## config.mk

```make
export PLATFORM = sky130hd
export DESIGN_NAME = uart_tx
export DESIGN_NICKNAME = d
export VERILOG_FILES = /design/src/rtl/uart_tx_pkg.sv /design/src/rtl/uart_tx_serializer.sv /design/src/rtl/uart_tx.sv
export SDC_FILE = /design/constraint.sdc
export NUM_CORES = 1
export LEC_CHECK = 0
export CORE_MARGIN = 2
export CORE_UTILIZATION = 35
export DETAILED_ROUTE_END_ITERATION = 10
export SETUP_SLACK_MARGIN = 0.02
export SLEW_MARGIN = 20
export SYNTH_ARGS = -nofsm -noshare
export SYNTH_HDL_FRONTEND = slang
export SYNTH_SLANG_ARGS = --single-unit
```

## constraint.sdc

```tcl
create_clock -name CLK -period 4.7 [get_ports CLK]
set_input_delay 0.94 -clock CLK [delete_from_list [all_inputs] [get_ports CLK]]
set_output_delay 0.94 -clock CLK [all_outputs]
set_load 0.02 [all_outputs]
```

## src/rtl/uart_tx_pkg.sv

```systemverilog
// Shared UART definitions: transmitter state encoding, parity-type and line-level
// constants, and the parity helper used by both the transmit and receive paths.
package uart_tx_pkg;

   typedef enum logic [2:0] {
      ST_IDLE   = 3'b000,
      ST_START  = 3'b001,
      ST_DATA   = 3'b010,
      ST_PARITY = 3'b011,
      ST_STOP   = 3'b100
   } tx_state_e;

   localparam logic PAR_EVEN  = 1'b0;
   localparam logic PAR_ODD   = 1'b1;
   localparam logic LINE_IDLE = 1'b1;
   localparam logic START_BIT = 1'b0;

   // data_xor is the XOR-reduction of the data word.
   function automatic logic parity_bit(input logic data_xor, input logic par_typ);
      logic p;
      case (par_typ)
         PAR_EVEN: p = data_xor;
         PAR_ODD:  p = ~data_xor;
         default:  p = data_xor;
      endcase
      return p;
   endfunction

endpackage

```

## src/rtl/uart_tx_serializer.sv

```systemverilog
// Holds the latched word and the data-bit index; supplies the bit the line
// will carry on the next cycle so the top can keep TX_OUT registered.
module uart_tx_serializer
   import uart_tx_pkg::*;
#(
   parameter int DATA_WIDTH = 8,
   parameter int CNT_WIDTH  = 3
) (
   input  logic                  CLK,
   input  logic                  RST,
   input  logic                  load,
   input  logic [DATA_WIDTH-1:0] load_data,
   input  logic                  ser_en,
   output logic                  ser_bit,
   output logic                  ser_done,
   output logic [DATA_WIDTH-1:0] ser_word
);

   localparam int PAD_W = 1 << CNT_WIDTH;

   logic [DATA_WIDTH-1:0] data_q;
   logic [CNT_WIDTH-1:0]  idx_q;
   logic [CNT_WIDTH-1:0]  nxt_idx;
   logic [PAD_W-1:0]      data_pad;

   assign ser_done = ser_en && (idx_q == CNT_WIDTH'(DATA_WIDTH - 1));
   assign ser_word = data_q;

   // Outside DATA the next bit is bit 0 (the START->DATA transition);
   // inside DATA it is the bit after the one currently on the line.
   assign nxt_idx  = ser_en ? idx_q + CNT_WIDTH'(1) : '0;
   assign data_pad = PAD_W'(data_q);
   assign ser_bit  = data_pad[nxt_idx];

   always_ff @(posedge CLK or negedge RST) begin
      if (!RST) begin
         data_q <= '0;
         idx_q  <= '0;
      end else begin
         if (load) begin
            data_q <= load_data;
         end
         if (ser_en && !ser_done) begin
            idx_q <= idx_q + CNT_WIDTH'(1);
         end else begin
            idx_q <= '0;
         end
      end
   end

endmodule

```

## src/rtl/uart_tx.sv

```systemverilog
// UART transmitter: start bit, DATA_WIDTH data bits LSB first, optional parity,
// one stop bit, at one CLK per bit. TX_OUT and Busy come straight from flops.
module uart_tx
   import uart_tx_pkg::*;
#(
   parameter int DATA_WIDTH = 8,
   parameter int CNT_WIDTH  = 3
) (
   input  logic                  CLK,
   input  logic                  RST,
   input  logic [DATA_WIDTH-1:0] P_DATA,
   input  logic                  Data_Valid,
   input  logic                  PAR_EN,
   input  logic                  PAR_TYP,
   output logic                  TX_OUT,
   output logic                  Busy
);

   tx_state_e             state_q, state_d;
   logic                  tx_d, busy_d;
   logic                  load;
   logic                  par_en_q, par_typ_q;
   logic                  ser_en, ser_bit, ser_done;
   logic [DATA_WIDTH-1:0] ser_word;

   assign ser_en = (state_q == ST_DATA);

   uart_tx_serializer #(
      .DATA_WIDTH (DATA_WIDTH),
      .CNT_WIDTH  (CNT_WIDTH)
   ) u_ser (
      .CLK       (CLK),
      .RST       (RST),
      .load      (load),
      .load_data (P_DATA),
      .ser_en    (ser_en),
      .ser_bit   (ser_bit),
      .ser_done  (ser_done),
      .ser_word  (ser_word)
   );

   // Outputs are decoded from the next state so they appear registered
   // in the same cycle the FSM enters that state.
   always_comb begin
      state_d = state_q;
      load    = 1'b0;
      tx_d    = LINE_IDLE;
      busy_d  = 1'b0;
      case (state_q)
         ST_IDLE: begin
            if (Data_Valid) begin
               load    = 1'b1;
               state_d = ST_START;
            end
         end
         ST_START:  state_d = ST_DATA;
         ST_DATA: begin
            if (ser_done) begin
               state_d = par_en_q ? ST_PARITY : ST_STOP;
            end
         end
         ST_PARITY: state_d = ST_STOP;
         ST_STOP:   state_d = ST_IDLE;
         default:   state_d = ST_IDLE;
      endcase
      case (state_d)
         ST_START:  tx_d = START_BIT;
         ST_DATA:   tx_d = ser_bit;
         ST_PARITY: tx_d = parity_bit(^ser_word, par_typ_q);
         default:   tx_d = LINE_IDLE;
      endcase
      busy_d = (state_d != ST_IDLE);
   end

   always_ff @(posedge CLK or negedge RST) begin
      if (!RST) begin
         state_q   <= ST_IDLE;
         TX_OUT    <= LINE_IDLE;
         Busy      <= 1'b0;
         par_en_q  <= 1'b0;
         par_typ_q <= 1'b0;
      end else begin
         state_q <= state_d;
         TX_OUT  <= tx_d;
         Busy    <= busy_d;
         if (load) begin
            par_en_q  <= PAR_EN;
            par_typ_q <= PAR_TYP;
         end
      end
   end

endmodule

```

==> results_dict.tcl <==
# yosys + openroad results
set metrics [dict create \
    portBuffers 14 \
    setup_violations 0 \
    synth.most_common_cell "dfrtp_1" \
    dieArea_mm2 0.00303 \
    max_stage_delay_ps 590 \
    lay_top_cells "dfrtp_1, clkdlybuf4s50_1, mux2_2, xnor2_1, nor2_1" \
    setup_tns_ps 0 \
    ios 15 \
    synth_xor_xnor_area_share_pct 7.69 \
    flop_cell "dfrtp_1" \
    combGateArea_um2 438 \
    total_power_mw 0.752 \
    warnings 26 \
    pwr_density_cell_mw_per_mm2 673 \
    largest_reg_flops 8 \
    grt_pass1_vias 582 \
    wl_met1_um 702 \
    nNetsFinal 113 \
    clockRootBuffer "clkbuf_4" \
    largest_cell_class "sequential cells" \
    status "complete, no violations" \
    stdcell_count 127 \
    end_kind "output port" \
    p_int_mw 0.490 \
    slew_violations 0 \
]
==> images/clocks.png <==
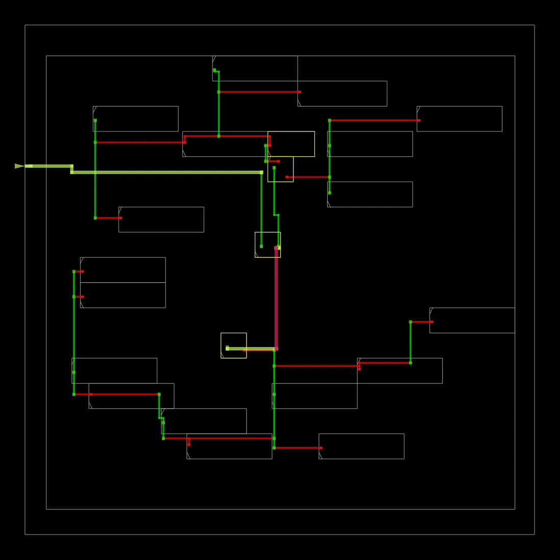
clk latency late pin: 290 ps
Clock Skews: 2.73 ps
clock sink count: 18
TritonCTS Buffers: 3

==> images/layer_met1.png <==
Supply wires on this layer in grey.
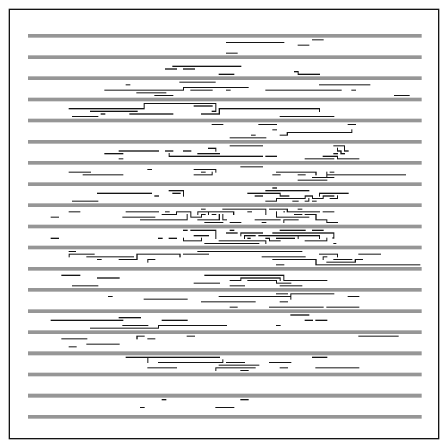
wire length on this layer: 703 um
longest straight run: 13.3 um
share of all routed wire: 48%
main direction: horizontal
nets with wire on the layer: 95

==> images/layer_met2.png <==
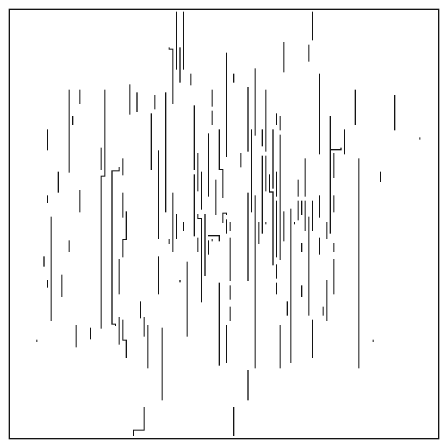
share of all routed wire: 46%
nets with wire on the layer: 95
longest straight run: 26.9 um
main direction: vertical
via count: 627
GR Util met2: 18.1%
WL final: 1.48 mm

